--- src/rtl/mem_copy_pkg.sv ---
// mem_copy_pkg: shared state and opcode types for the memory copy/fill engine
package mem_copy_pkg;
  typedef enum logic [1:0] {IDLE, READ, WRITE, FINISH} state_t;
  typedef enum logic {OP_COPY = 1'b0, OP_FILL = 1'b1} op_t;
endpackage

--- src/rtl/mem_copy_engine.sv ---
// mem_copy_engine: overlap-safe block copy / block fill over a single-port byte memory
module mem_copy_engine
  import mem_copy_pkg::*;
#(
  parameter int W = 8,
  parameter int A = 8
) (
  input  logic         Clk,
  input  logic         Reset,
  input  logic         Start,
  input  logic         Op,
  input  logic [A-1:0] SrcAddr,
  input  logic [A-1:0] DstAddr,
  input  logic [A-1:0] Len,
  input  logic [W-1:0] FillValue,
  output logic [A-1:0] MemAddr,
  output logic         MemWriteEn,
  output logic [W-1:0] MemWData,
  input  logic [W-1:0] MemRData,
  output logic         Busy,
  output logic         Done
);
  state_t state, state_nxt;
  op_t op;
  logic back, back_nxt;
  logic [A-1:0] cnt, src, dst, d, ofs, step;
  logic [W-1:0] data_buf, fill;
  assign d = DstAddr - SrcAddr;
  assign back_nxt = !Op && d != '0 && d < Len;
  assign ofs = back_nxt ? Len - A'(1) : '0;
  assign step = back ? '1 : A'(1);
  assign MemAddr = state == READ ? src : state == WRITE ? dst : '0;
  assign MemWriteEn = state == WRITE;
  assign MemWData = state == WRITE ? (op == OP_FILL ? fill : data_buf) : '0;
  assign Busy = state != IDLE;
  assign Done = state == FINISH;
  // state register
  always_ff @(posedge Clk) state <= Reset ? IDLE : state_nxt;
  // next-state decode; a fill never revisits READ
  always_comb begin
    state_nxt = state;
    case (state)
      IDLE:    state_nxt = !Start ? IDLE : Len == '0 ? FINISH : Op ? WRITE : READ;
      READ:    state_nxt = WRITE;
      WRITE:   state_nxt = cnt == A'(1) ? FINISH : op == OP_FILL ? WRITE : READ;
      default: state_nxt = IDLE;
    endcase
  end
  // command latch, byte buffer, pointers and remaining count
  always_ff @(posedge Clk) begin
    if (Reset) begin
      op <= OP_COPY;
      back <= 1'b0;
      cnt <= '0;
      src <= '0;
      dst <= '0;
      data_buf <= '0;
      fill <= '0;
    end else begin
      case (state)
        IDLE: if (Start) begin
          op <= op_t'(Op);
          back <= back_nxt;
          cnt <= Len;
          fill <= FillValue;
          src <= SrcAddr + ofs;
          dst <= DstAddr + ofs;
        end
        READ: begin
          data_buf <= MemRData;
          src <= src + step;
        end
        WRITE: begin
          dst <= dst + step;
          cnt <= cnt - A'(1);
        end
        default: ;
      endcase
    end
  end
endmodule

--- config.mk ---
export PLATFORM = sky130hd
export DESIGN_NAME = mem_copy_engine
export DESIGN_NICKNAME = d
export VERILOG_FILES = /design/src/rtl/mem_copy_pkg.sv /design/src/rtl/mem_copy_engine.sv
export SDC_FILE = /design/constraint.sdc
export NUM_CORES = 1
export LEC_CHECK = 0
export ABC_CLOCK_PERIOD_IN_PS = 13700
export CAP_MARGIN = 0
export CELL_PAD_IN_SITES_DETAIL_PLACEMENT = 1
export CELL_PAD_IN_SITES_GLOBAL_PLACEMENT = 1
export CORE_ASPECT_RATIO = 1.4
export CORE_UTILIZATION = 44
export CTS_CLUSTER_DIAMETER = 50
export DETAILED_ROUTE_END_ITERATION = 10
export MAX_ROUTING_LAYER = met4
export PLACE_DENSITY = 0.87
export SYNTH_ARGS = -nofsm -noshare
export SYNTH_HDL_FRONTEND = slang
export SYNTH_SLANG_ARGS = --single-unit
--- constraint.sdc ---
create_clock -name Clk -period 13.7 [get_ports Clk]
set_input_delay 1.37 -clock Clk [delete_from_list [all_inputs] [get_ports Clk]]
set_output_delay 1.37 -clock Clk [all_outputs]
set_load 0.03 [all_outputs]
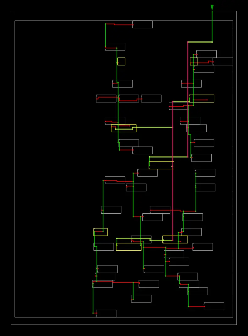
clock_nets.png
worst-skew pair later-pin latency: 290 ps
CTS sink cnt: 44

==> flow_summary_export.csv <==
group,metric,value,unit
global_routing,gr-usage-met1,29.5,%
synth,synthCells,513,
clock_tree,cts_setup_buffers,0,
setup_path,endpoint_kind,"flop",
clock_tree,cts.hold.buffers_added,0,
setup_path,worst_setup_path_endpoint,"src[4]",
timing,slew_headroom,47.4,%
route,detailed_routing_iteration_count_for_the_pre_antenna_repair_pass,4,
synth,synthDominantCellAreaShare,21.9,%
route,route.layer.met1.wl,4770,um
setup_path,path_class,"in2reg",
synth,yosys.cell_count.top_type,"sky130_fd_sc_hd__nand2_1",
setup_path,cp.required,13900,ps
route,number_of_design_rule_violations_left_by_the_first_detailed_router_iteration,100,
synth,post_synth_ao_oa_area_fraction,26.4,%
global_routing,grt_first_pass_wirelength,20200,um
synth,post_synth_edffs,0,
synth,synth.logic.top_family,"AND-OR/OR-AND gates",
cells_and_area,insertedDiodeCount,0,
placed_design,io_buffer_count,62,
cells_and_area,logic_area,2910,um^2
clock_tree,worst_setup_hold_path_clk_slew,60,ps
setup_path,r2r-end,"src[7]",
synth,synth.top_cells.by_area,"sky130_fd_sc_hd__dfxtp_1, sky130_fd_sc_hd__ha_1, sky130_fd_sc_hd__a21oi_1",
timing,timing_hold_violations_final,0,
worst_hold_path,type_of_the_most_critical_hold_path,"reg2reg",
clock_tree,h_tree_depth,2,
route,avgViaCountPerCell,5.93,
setup_path,worst_path_depth,22,
timing,report.final.setup_viol,0,
global_routing,via_count_of_the_first_global_routing_pass,4325,
global_routing,global_route.overflow_total,0,
floorplanning,design.core.area,8710,um^2
route,num_vias,3994,
synth,post_synth_most_frequent_cells,"sky130_fd_sc_hd__nand2_1, sky130_fd_sc_hd__a21oi_1, sky130_fd_sc_hd__nor2_1, sky130_fd_sc_hd__dfxtp_1, sky130_fd_sc_hd__ha_1",
power,power_leakage,0.00193,uW
synth,yosysWarnings,0,
setup_path,crit_path_max_incr_delay,640,ps
global_routing,largest_net_degree_at_the_start_of_global_routing,51,
clock_tree,cts-root-to-sink-buffers,2,
cells_and_area,num-fill-cells,1105,
placed_design,place_ws,6820,ps
setup_path,critical_path.top_delay_family,"AND-OR/OR-AND gates",
global_routing,globalRouteMet2Util,51.7,%
power,vdd_drop_max,0.0849,mV
synth,flops_out_of_synthesis,44,
route,remaining_drc_errors,0,
synth,ys_cells,513,
timing,tightestPinTransition,789,ps
synth,yosys.area.top_type,"sky130_fd_sc_hd__dfxtp_1",
route,final_antenna_violating_net_count,0,
timing,post-route-min-period,6780,ps
timing,setup-tns-final,0,ps
floorplanning,initial_core_util,46.1,%
clock_tree,numCtsBuffers,5,
clock_tree,tritoncts,"done",
cells_and_area,flop_area,881,um^2
worst_hold_path,timing.hold.worst.start,"data_buf[3]",
synth,synth.cellmix.simpleShare,19.5,%
setup_path,worstRegToRegCells,10,
setup_path,cp_data_arrival_time,6980,ps
setup_path,crit_path_buffers_inverters,4,
timing,timing.fmax,148,MHz
timing,setup_slack,6920,ps
timing,finalMaxSlewViolations,0,
global_routing,antenna_found_initial,0,
global_routing,busiest_layer,"met2",
clock_tree,cts_repair_resize_count,0,
setup_path,r2r_slack,10740,ps
run_status,status,"finished, final reports clean",
synth,synth-xor-area-share,8.28,%
synth,yosysSeqAreaShare,21.9,%
floorplanning,die-width,82.8,um
route,routed-wl-met3,347,um
cells_and_area,layout-drive-gt1-share,5.99,%
synth,synth-area-yosys,4020,um^2
power,pwr_cell_area,102,nW/um^2
timing,finalClockSkew,9.06,ps
cells_and_area,design.final.nets,656,
synth,synth_async_sr_flop_share,0,%
floorplanning,vertical_extent_of_the_die,115,um
route,wire_per_inst,18.2,um
worst_hold_path,hold-path-cell-count,2,
setup_path,critical_path_peak_fanout,8,
synth,net_count_entering_floorplan,602,
worst_hold_path,hold_end,"data_buf[3]",
route,drt_wl_total,12200,um
synth,post_synth_fa_ha_maj_area_fraction,15.8,%
placed_design,dp_hpwl,9560,um
placed_design,globalplace.congestion,0.870,
synth,synth_cell_types,67,
synth,synthesis.area_per_instance,7.83,um^2
synth,synth.cell_area,4020,um^2
setup_path,timing.critical_path.cells,"clkdlybuf4s50_1, inv_1, ha_1, o21ai_1, a21oi_2, a41oi_1, xnor2_4, inv_1, ha_1, a211oi_1, o21ai_0, a21oi_1, nand2_1, nor2_1, ha_1, inv_1, fa_1, a2111oi_0, nor4_1, a21boi_0, o31ai_1, o31ai_1",
synth,mux_share,2.52,%
global_routing,grt_util_all_layers,28.5,%
timing,final.period_utilization,49.5,%
global_routing,globalRouteMet3Util,3.41,%
clock_tree,cts-root-buf,"sky130_fd_sc_hd__clkbuf_16",
synth,synth_top_flop_cell,"sky130_fd_sc_hd__dfxtp_1",
floorplanning,num_io_pins,63,
setup_path,cp_slowest_cell,"sky130_fd_sc_hd__a2111oi_0",
floorplanning,fp.dieArea,9530,um^2
flow_run,warning_count,28,
timing,grt_setup_unrepaired,"no",
floorplanning,fp_rows,40,
setup_path,worst_setup_path_startpoint,"SrcAddr[2]",
setup_path,worstReg2RegStart,"back",
flow_run,cap_violations,0,
setup_path,start_kind,"input port",
cells_and_area,area_growth,21.6,%
route,wl_met2,6660,um
route,top_layer,"met4",
power,power.total,497,uW
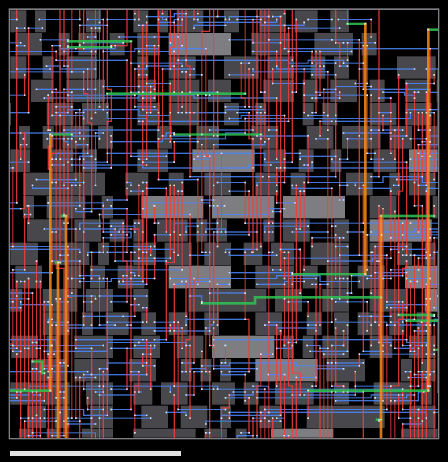
closeup.png
The bar under the picture is 20 um long. Region (16, 56) to (66, 106) um. Cells in grey, sequential cells in the stronger grey; small squares are vias.
layer	colour
M4	orange
M2	red
M1	blue
M3	green
sequential cells in the window	10
netlist names of flops here include	dst (6), src (4)
cells with their middle in the window	175
most frequent	xnor2_1 (17), ha_1 (16), a21oi_1 (15)

-- tightest hold or removal path: stages (launching register included) --
cell and delay, ps:
sky130_fd_sc_hd__dfxtp_1 310, sky130_fd_sc_hd__nand2_1 50, sky130_fd_sc_hd__a21oi_1 50
-- sequential cells by signal, summed over array words and instances, names as in the netlist --
signal / cells
src: 8
op: 1
dst: 8
back: 1
data_buf: 8
cnt: 8
state: 2
fill: 8
-- cell usage in the layout (no fill, tap or decap), types with 9 or more instances in the layout --
master and instances:
sky130_fd_sc_hd__ha_1 40, sky130_fd_sc_hd__o21ai_0 21, sky130_fd_sc_hd__nand2b_1 12, sky130_fd_sc_hd__a21oi_1 50, sky130_fd_sc_hd__dfxtp_1 44, sky130_fd_sc_hd__mux2i_1 9, sky130_fd_sc_hd__clkdlybuf4s50_1 62, sky130_fd_sc_hd__xnor2_1 25
sky130_fd_sc_hd__nand2_1 53, sky130_fd_sc_hd__nor3_1 15, sky130_fd_sc_hd__inv_1 39, sky130_fd_sc_hd__nor2_1 47, sky130_fd_sc_hd__a211oi_1 10
-- through the flow --
step	util [%]	area (um^2)	hold WS (ps)	std cells
floorplan	-	4020	434	513
global placement	54.4	4730	442	665
detailed placement	54.4	4730	449	665
CTS	56.1	4890	458	673
global route	56.1	4890	474	673
finish	56.1	4890	456	673
-- power breakdown --
group | internal [uW] | switching, uW | total [uW] | leakage (uW)
clock network | 72.5 | 51.7 | 124 | 0.0000691
registers | 143 | 15.3 | 159 | 0.000362
logic | 87.9 | 127 | 214 | 0.00150
-- layout make-up --
class	count	share of cell area, %
Multi-Input combinational cell	409	59.6
Sequential cell	44	18.0
Clock inverter	2	0.307
Clock buffer	6	2.84
Timing Repair Buffer	67	13.5
Inverter	40	3.07
Tap cell	105	2.69
Power and IR drop assume default switching activity.
